==> src/rtl/clk_rst_seq_pkg.sv <==
// clk_rst_seq_pkg: state encoding and parameter checks for the clock/reset sequencer
package clk_rst_seq_pkg;
  typedef enum logic [2:0] {
    ST_RUN     = 3'd0,
    ST_GATE    = 3'd1,
    ST_ASSERT  = 3'd2,
    ST_RELEASE = 3'd3,
    ST_DONE    = 3'd4
  } seq_state_e;
  localparam logic [2:0] SC_RUN     = 3'd0;
  localparam logic [2:0] SC_GATE    = 3'd1;
  localparam logic [2:0] SC_ASSERT  = 3'd2;
  localparam logic [2:0] SC_RELEASE = 3'd3;
  localparam logic [2:0] SC_DONE    = 3'd4;
  function automatic bit dly_ok(input int cnt_w, input int g, input int a, input int d);
    longint lim;
    lim = longint'(1) << cnt_w;
    return g >= 1 && a >= 1 && d >= 1 && g < lim && a < lim && d < lim;
  endfunction
endpackage

==> src/rtl/clk_rst_prio_enc.sv <==
// clk_rst_prio_enc: lowest-set-bit one-hot priority encoder
module clk_rst_prio_enc #(
  parameter int NUM_DOM = 4
) (
  input  logic [NUM_DOM-1:0] req,
  output logic [NUM_DOM-1:0] grant,
  output logic               valid
);
  assign grant = req & (~req + NUM_DOM'(1));
  assign valid = |req;
endmodule

==> src/rtl/clk_rst_seq.sv <==
// clk_rst_seq: gates clocks, holds and staggers release of per-domain resets
module clk_rst_seq
  import clk_rst_seq_pkg::*;
#(
  parameter int NUM_DOM      = 4,
  parameter int CNT_W        = 8,
  parameter int GATE_DLY     = 2,
  parameter int ASSERT_HOLD  = 8,
  parameter int DEASSERT_DLY = 16
) (
  input  logic               clk,
  input  logic               rst,
  input  logic               sw_rst_req,
  input  logic [NUM_DOM-1:0] sw_rst_dom_mask,
  output logic               sw_rst_ack,
  output logic [NUM_DOM-1:0] dom_clk_en,
  output logic [NUM_DOM-1:0] dom_rst_n,
  output logic               seq_busy,
  output logic [2:0]         seq_state
);
  localparam logic [CNT_W-1:0] G_END = CNT_W'(GATE_DLY - 1);
  localparam logic [CNT_W-1:0] A_END = CNT_W'(ASSERT_HOLD - 1);
  localparam logic [CNT_W-1:0] D_END = CNT_W'(DEASSERT_DLY - 1);

  if (!dly_ok(CNT_W, GATE_DLY, ASSERT_HOLD, DEASSERT_DLY)) begin : g_bad_dly
    $error("clk_rst_seq: delay parameter out of range");
  end

  seq_state_e         state, state_d;
  logic [CNT_W-1:0]   cnt, cnt_d;
  logic [NUM_DOM-1:0] mask_q, mask_d, pend, pend_d, grant, rst_n_d, clk_en_d;
  logic               por_q, por_d, zreq_q, zreq_d, ack_d, valid;

  clk_rst_prio_enc #(.NUM_DOM(NUM_DOM)) u_enc (
    .req  (pend),
    .grant(grant),
    .valid(valid)
  );

  // outputs are computed from the current state and registered, so they lag state by one cycle
  always_comb begin
    state_d  = state;
    cnt_d    = cnt;
    mask_d   = mask_q;
    pend_d   = pend;
    por_d    = por_q;
    zreq_d   = 1'b0;
    rst_n_d  = dom_rst_n;
    clk_en_d = dom_clk_en;
    ack_d    = zreq_q;
    case (state)
      ST_RUN: begin
        rst_n_d  = '1;
        clk_en_d = '1;
        if (sw_rst_req && |sw_rst_dom_mask) begin
          mask_d  = sw_rst_dom_mask;
          por_d   = 1'b0;
          cnt_d   = '0;
          state_d = ST_GATE;
        end
        zreq_d = sw_rst_req && ~|sw_rst_dom_mask;
      end
      ST_GATE: begin
        clk_en_d = ~mask_q;
        cnt_d    = (cnt == G_END) ? '0 : cnt + 1'b1;
        state_d  = (cnt == G_END) ? ST_ASSERT : ST_GATE;
      end
      ST_ASSERT: begin
        rst_n_d  = dom_rst_n & ~mask_q;
        clk_en_d = dom_clk_en | mask_q;
        cnt_d    = (cnt == A_END) ? '0 : cnt + 1'b1;
        pend_d   = (cnt == A_END) ? mask_q : pend;
        state_d  = (cnt == A_END) ? ST_RELEASE : ST_ASSERT;
      end
      ST_RELEASE: begin
        rst_n_d  = ~pend;
        clk_en_d = '1;
        cnt_d    = (cnt == D_END) ? '0 : cnt + 1'b1;
        pend_d   = (cnt == D_END) ? pend & ~grant : pend;
        state_d  = valid ? ST_RELEASE : ST_DONE;
      end
      ST_DONE: begin
        rst_n_d  = '1;
        clk_en_d = '1;
        ack_d    = ~por_q;
        state_d  = ST_RUN;
      end
      default: state_d = ST_RUN;
    endcase
  end

  always_ff @(posedge clk) begin
    if (rst) begin
      state      <= ST_ASSERT;
      cnt        <= '0;
      mask_q     <= '1;
      pend       <= '0;
      por_q      <= 1'b1;
      zreq_q     <= 1'b0;
      dom_rst_n  <= '0;
      dom_clk_en <= '0;
      sw_rst_ack <= 1'b0;
      seq_busy   <= 1'b1;
      seq_state  <= SC_ASSERT;
    end else begin
      state      <= state_d;
      cnt        <= cnt_d;
      mask_q     <= mask_d;
      pend       <= pend_d;
      por_q      <= por_d;
      zreq_q     <= zreq_d;
      dom_rst_n  <= rst_n_d;
      dom_clk_en <= clk_en_d;
      sw_rst_ack <= ack_d;
      seq_busy   <= state != ST_RUN;
      seq_state  <= state;
    end
  end
endmodule

==> config.mk <==
export PLATFORM = sky130hd
export DESIGN_NAME = clk_rst_seq
export DESIGN_NICKNAME = d
export VERILOG_FILES = /design/src/rtl/clk_rst_seq_pkg.sv /design/src/rtl/clk_rst_prio_enc.sv /design/src/rtl/clk_rst_seq.sv
export SDC_FILE = /design/constraint.sdc
export NUM_CORES = 1
export LEC_CHECK = 0
export CORE_ASPECT_RATIO = 1.25
export CORE_MARGIN = 5
export CORE_UTILIZATION = 43
export CTS_BUF_LIST = sky130_fd_sc_hd__clkbuf_16
export CTS_CLUSTER_DIAMETER = 150
export CTS_CLUSTER_SIZE = 14
export DETAILED_ROUTE_END_ITERATION = 16
export GPL_TIMING_DRIVEN = 0
export HOLD_SLACK_MARGIN = 0.06
export PLACE_DENSITY = 0.71
export SLEW_MARGIN = 0
export SYNTH_ARGS = -nofsm -noshare
export SYNTH_HDL_FRONTEND = slang
export SYNTH_SLANG_ARGS = --single-unit
==> constraint.sdc <==
create_clock -name clk -period 1.6 [get_ports clk]
set_input_delay 0.24 -clock clk [delete_from_list [all_inputs] [get_ports clk]]
set_output_delay 0.24 -clock clk [all_outputs]
set_load 0.005 [all_outputs]
**Run 1: signal wires on met1**

Bar = 20 um.
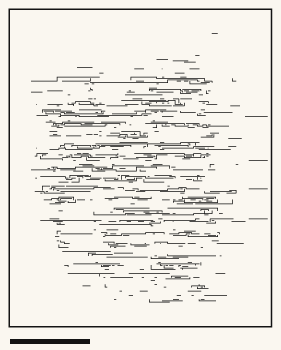
share of all routed wire = 44%
main direction = horizontal
routed vias: 1418
total routed wirelength: 3570 um

**Run 1: signal wires on met2**

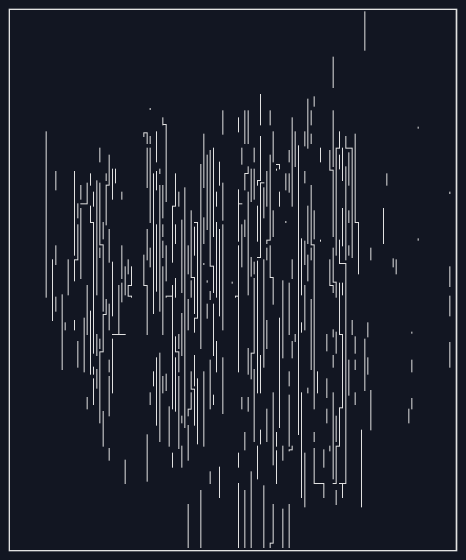
nets with wire on the layer = 184
main direction = vertical
longest straight run = 42.2 um
share of all routed wire = 50%
wire length on this layer = 1780 um
met2 global-route usage: 27.1%

**Run 1: metal 3**

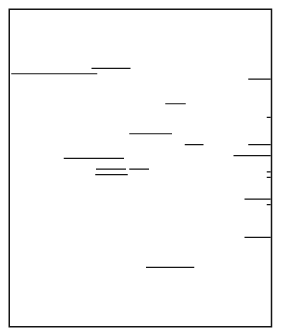
share of all routed wire = 3.7%
longest straight run = 21.2 um
met3 track demand over resource: 3.96%

==> impl_metrics.xml, run 1 <==
<?xml version="1.0" encoding="UTF-8"?>
<metrics>
  <group name="synth">
    <metric name="synth.cell_area" unit="um^2">1630</metric>
    <metric name="yosysTopAreaCell" unit="">dfxtp_1</metric>
    <metric name="synth-cells-yosys" unit="">184</metric>
    <metric name="post_synth_main_area_contributors" unit="">dfxtp_1 (42%), nor2_1 (5.1%), a221oi_1 (4.3%)</metric>
    <metric name="yosys-top-cells-count" unit="">dfxtp_1 (34), nor2_1 (22), nand2_1 (16), o21ai_0 (14), inv_1 (11)</metric>
    <metric name="syn-instance-count" unit="">184</metric>
  </group>
  <group name="global_routing">
    <metric name="via_count_of_the_first_global_routing_pass" unit="">1352</metric>
  </group>
  <group name="final_timing">
    <metric name="timing.final.hold_violations" unit="">0</metric>
    <metric name="timing.fmax" unit="MHz">641</metric>
    <metric name="setup_ws" unit="ns">0.0400</metric>
  </group>
  <group name="floorplan">
    <metric name="die_h" unit="um">78.8</metric>
    <metric name="rows" unit="">25</metric>
    <metric name="initial_core_util" unit="%">43.7</metric>
    <metric name="num_io_pins" unit="">20</metric>
    <metric name="die_area" unit="um^2">5120</metric>
  </group>
  <group name="outcome">
    <metric name="run_status" unit="">complete, no violations</metric>
  </group>
  <group name="setup_path">
    <metric name="timing.critical_path.from_type" unit="">flop</metric>
    <metric name="crit_path_top_delay_cell" unit="">nor4_4</metric>
    <metric name="worstPathCellList" unit="">nor4_4 -&gt; buf_4 -&gt; and4_4 -&gt; nand2_1 -&gt; a21oi_1</metric>
  </group>
  <group name="routing">
    <metric name="via_per_inst" unit="">5.60</metric>
    <metric name="detailroute.wirelength.met2" unit="um">1780</metric>
    <metric name="top_layer" unit="">met4</metric>
  </group>
  <group name="place">
    <metric name="total_half_perimeter_wirelength_after_legalization_and_detailed_placement" unit="um">2420</metric>
    <metric name="place.port_buffers" unit="">19</metric>
  </group>
  <group name="final_layout">
    <metric name="logic_share_of_the_area" unit="%">42.7</metric>
    <metric name="final_cell_mix" unit="">dfxtp_1 (30), nor2_1 (22), clkdlybuf4s50_1 (18)</metric>
    <metric name="flop_area" unit="um^2">686</metric>
    <metric name="inverters" unit="">11</metric>
    <metric name="n_clock_buffer" unit="">5</metric>
    <metric name="area.share.sequential" unit="%">33.5</metric>
    <metric name="num-fill-cells" unit="">335</metric>
    <metric name="seq_cell_count" unit="">34</metric>
    <metric name="largest_register_ff_count" unit="">8</metric>
    <metric name="area_growth_syn_to_layout" unit="%">25.7</metric>
    <metric name="post-route-cell-area" unit="um^2">2050</metric>
  </group>
  <group name="power_and_ir_drop">
    <metric name="reported_clock_group_power" unit="uW">895</metric>
    <metric name="maximum_ir_drop_on_the_vdd_rail" unit="uV">578</metric>
    <metric name="switching_share" unit="%">23.5</metric>
    <metric name="internal-power" unit="uW">1560</metric>
  </group>
  <group name="clock_network">
    <metric name="cts.sink_count" unit="">34</metric>
    <metric name="post-cts-setup-buffer-count" unit="">0</metric>
    <metric name="cts.clk_slew.worst_paths" unit="ns">0.05</metric>
  </group>
  <group name="flow_run">
    <metric name="max-cap-violations" unit="">0</metric>
    <metric name="stage_log_warnings" unit="">28</metric>
  </group>
  <group name="worst_hold_path">
    <metric name="min_to" unit="">mask_q[3]</metric>
    <metric name="hold_start" unit="">sw_rst_dom_mask[3]</metric>
  </group>
</metrics>
==> run 1: kinds of logic after synthesis <==
| logic type | after synthesis | share of synthesized area [%] |
|---|---|---|
| AND/OR/NAND/NOR | 72 | 25.4 |
| AND-OR/OR-AND | 54 | 23.9 |
| buffers and inverters | 19 | 5.46 |
| XOR/XNOR | 1 | 0.538 |
| adder cells (fa/ha/maj) | 2 | 1.54 |
| flip-flops | 34 | 41.8 |
| multiplexers | 2 | 1.31 |
==> run 1: layer usage <==
layer  global-route usage, %  vias to the layer above
met3                    3.96                        9
met2                    27.1                       22
li1                        -                      721
met1                    16.5                      666
met5                       0                        -
met4                    7.88                        0
**Run 1: routing congestion map**

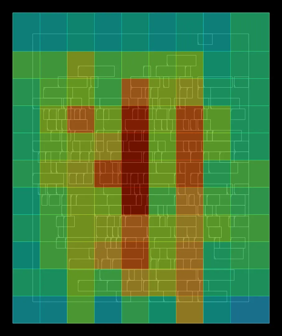

==> run 2, diff against run 1 <==
--- a/config.mk
+++ b/config.mk
@@ -10,10 +10,11 @@
 export CORE_UTILIZATION = 43
 export CTS_BUF_LIST = sky130_fd_sc_hd__clkbuf_16
 export CTS_CLUSTER_DIAMETER = 150
-export CTS_CLUSTER_SIZE = 14
+export CTS_CLUSTER_SIZE = 30
 export DETAILED_ROUTE_END_ITERATION = 16
 export GPL_TIMING_DRIVEN = 0
 export HOLD_SLACK_MARGIN = 0.06
+export MAX_ROUTING_LAYER = met4
 export PLACE_DENSITY = 0.71
 export SLEW_MARGIN = 0
 export SYNTH_ARGS = -nofsm -noshare
**Run 2: routing congestion map**

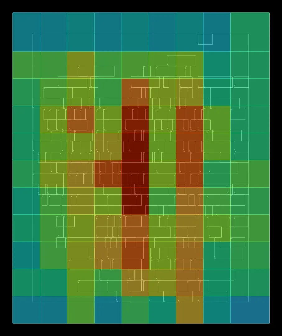
met2 global-route usage: 27.3%
GR Util All Layers: 15.7%
fraction of met1 tracks used by global routing: 16.4%
final standard cell utilization of the core: 55.0%

**Run 2: signal wires on met2**

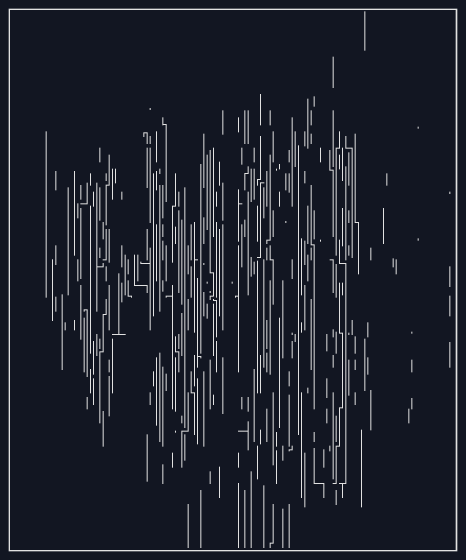
longest straight run = 42.2 um
main direction = vertical
share of all routed wire = 50%
wire length on this layer = 1790 um
routed vias: 1419
total routed wirelength: 3550 um

==> run 2 against run 1 <==
Die area unchanged. Global-route usage increased by 0.41 points. Core utilization unchanged. Critical path depth unchanged. Total power about the same. Sequential power about the same. Sequential share of layout area unchanged. Non-clock buffer count unchanged. Routed wire length decreased by 0.39%. Largest cell class unchanged. Largest power group unchanged.
==> impl_metrics.xml, run 2 <==
<?xml version="1.0" encoding="UTF-8"?>
<metrics>
  <group name="routing">
    <metric name="top_layer" unit="">met4</metric>
    <metric name="detailroute.wirelength.met2" unit="um">1790</metric>
    <metric name="via_per_inst" unit="">5.61</metric>
    <metric name="detail_route.wirelength.met1" unit="um">1540</metric>
  </group>
  <group name="outcome">
    <metric name="run_status" unit="">complete, no violations</metric>
  </group>
  <group name="global_routing">
    <metric name="via_count_of_the_first_global_routing_pass" unit="">1347</metric>
    <metric name="gr-max-usage-layer" unit="">met2</metric>
    <metric name="grt_util_met3" unit="%">3.96</metric>
  </group>
  <group name="synth">
    <metric name="muxShareOfSynthArea" unit="%">1.31</metric>
    <metric name="yosysTopAreaCell" unit="">dfxtp_1</metric>
    <metric name="synth_xor_xnor_area_share" unit="%">0.538</metric>
    <metric name="postSynthSeqShare" unit="%">41.8</metric>
    <metric name="synth_cell_type_count" unit="">45</metric>
    <metric name="avgSynthCellArea" unit="um^2">8.85</metric>
    <metric name="synth-cells-yosys" unit="">184</metric>
    <metric name="ys_top_logic_family" unit="">simple AND/OR/NAND/NOR gates</metric>
    <metric name="synth_flop_count" unit="">34</metric>
    <metric name="yosys-top-cells-count" unit="">dfxtp_1 (34), nor2_1 (22), nand2_1 (16), o21ai_0 (14), inv_1 (11)</metric>
    <metric name="adder_share" unit="%">1.54</metric>
    <metric name="synth.cell_area" unit="um^2">1630</metric>
    <metric name="synth_simple_gate_area_share" unit="%">25.4</metric>
    <metric name="syn-instance-count" unit="">184</metric>
    <metric name="post_synth_main_area_contributors" unit="">dfxtp_1 (42%), nor2_1 (5.1%), a221oi_1 (4.3%)</metric>
    <metric name="aoi_share" unit="%">23.9</metric>
  </group>
  <group name="power_and_ir_drop">
    <metric name="reported_clock_group_power" unit="uW">897</metric>
    <metric name="power.share.combinational" unit="%">11.1</metric>
    <metric name="internal-power" unit="uW">1560</metric>
    <metric name="switching_share" unit="%">23.6</metric>
    <metric name="maximum_ir_drop_on_the_vdd_rail" unit="uV">577</metric>
    <metric name="powerComb" unit="uW">227</metric>
    <metric name="p_seq_share" unit="%">44.9</metric>
  </group>
  <group name="setup_path">
    <metric name="timing.critical_path.slowest_cell_delay" unit="ns">0.52</metric>
    <metric name="critical_path_cell_count" unit="">5</metric>
    <metric name="cpLargestDelayFamily" unit="">simple AND/OR/NAND/NOR gates</metric>
    <metric name="worstPathCellList" unit="">nor4_4 -&gt; buf_4 -&gt; and4_4 -&gt; nand2_1 -&gt; a21oi_1</metric>
    <metric name="crit_path_top_delay_cell" unit="">nor4_4</metric>
    <metric name="timing.critical_path.from_type" unit="">flop</metric>
    <metric name="critPathKind" unit="">reg -&gt; reg</metric>
  </group>
  <group name="place">
    <metric name="place.port_buffers" unit="">19</metric>
    <metric name="total_half_perimeter_wirelength_after_legalization_and_detailed_placement" unit="um">2420</metric>
  </group>
  <group name="clock_network">
    <metric name="maximum_buffer_depth_of_the_clock_tree" unit="">2</metric>
    <metric name="tritoncts.num_buffers" unit="">5</metric>
    <metric name="clockRootBuffer" unit="">clkbuf_16</metric>
    <metric name="cts.sink_count" unit="">34</metric>
    <metric name="cts.clk_slew.worst_paths" unit="ns">0.05</metric>
  </group>
  <group name="floorplan">
    <metric name="num_io_pins" unit="">20</metric>
    <metric name="die_h" unit="um">78.8</metric>
    <metric name="initial_core_util" unit="%">43.7</metric>
    <metric name="floorplan.die.width" unit="um">65.0</metric>
    <metric name="rows" unit="">25</metric>
    <metric name="die_area" unit="um^2">5120</metric>
  </group>
  <group name="final_layout">
    <metric name="area_growth_syn_to_layout" unit="%">25.7</metric>
    <metric name="final_cell_mix" unit="">dfxtp_1 (30), nor2_1 (22), clkdlybuf4s50_1 (18)</metric>
    <metric name="largest_register_ff_count" unit="">8</metric>
    <metric name="post-route-cell-area" unit="um^2">2050</metric>
    <metric name="num-fill-cells" unit="">335</metric>
    <metric name="finish.net_count" unit="">221</metric>
  </group>
  <group name="final_timing">
    <metric name="timing.fmax" unit="MHz">641</metric>
    <metric name="worst_slew_pin_slew" unit="ns">0.516</metric>
    <metric name="setup_ws" unit="ns">0.0411</metric>
    <metric name="timing.final.hold_violations" unit="">0</metric>
  </group>
  <group name="worst_hold_path">
    <metric name="hold_start" unit="">sw_rst_dom_mask[3]</metric>
    <metric name="min_to" unit="">mask_q[3]</metric>
  </group>
  <group name="flow_run">
    <metric name="max-cap-violations" unit="">0</metric>
    <metric name="stage_log_warnings" unit="">28</metric>
  </group>
</metrics>
[run 2: cell counts after synthesis]
Identical to the previous run, type by type.
[run 2: repair_timing]
action                                  4_1_cts  5_1_grt
gates resized                                 1       11
pin swaps                                     1        4
buffers inserted                              0        2
endpoints found under the setup margin        2       10
gates cloned                                  0        0
[run 2: area by class of cell]
cell class / instances / area, um^2 / share of cell area [%]
clock buffers: 5 / 125 / 6.12
multi-input cells: 131 / 873 / 42.7
clock inverters: 3 / 12.5 / 0.612
flip-flops and latches: 34 / 686 / 33.5
inverters: 11 / 41.3 / 2.02
well taps: 40 / 50.0 / 2.45
plain buffers: 8 / 50.0 / 2.45
repair buffers: 21 / 208 / 10.2
Power figures rest on the tool's default switching activity, not on a simulated workload.
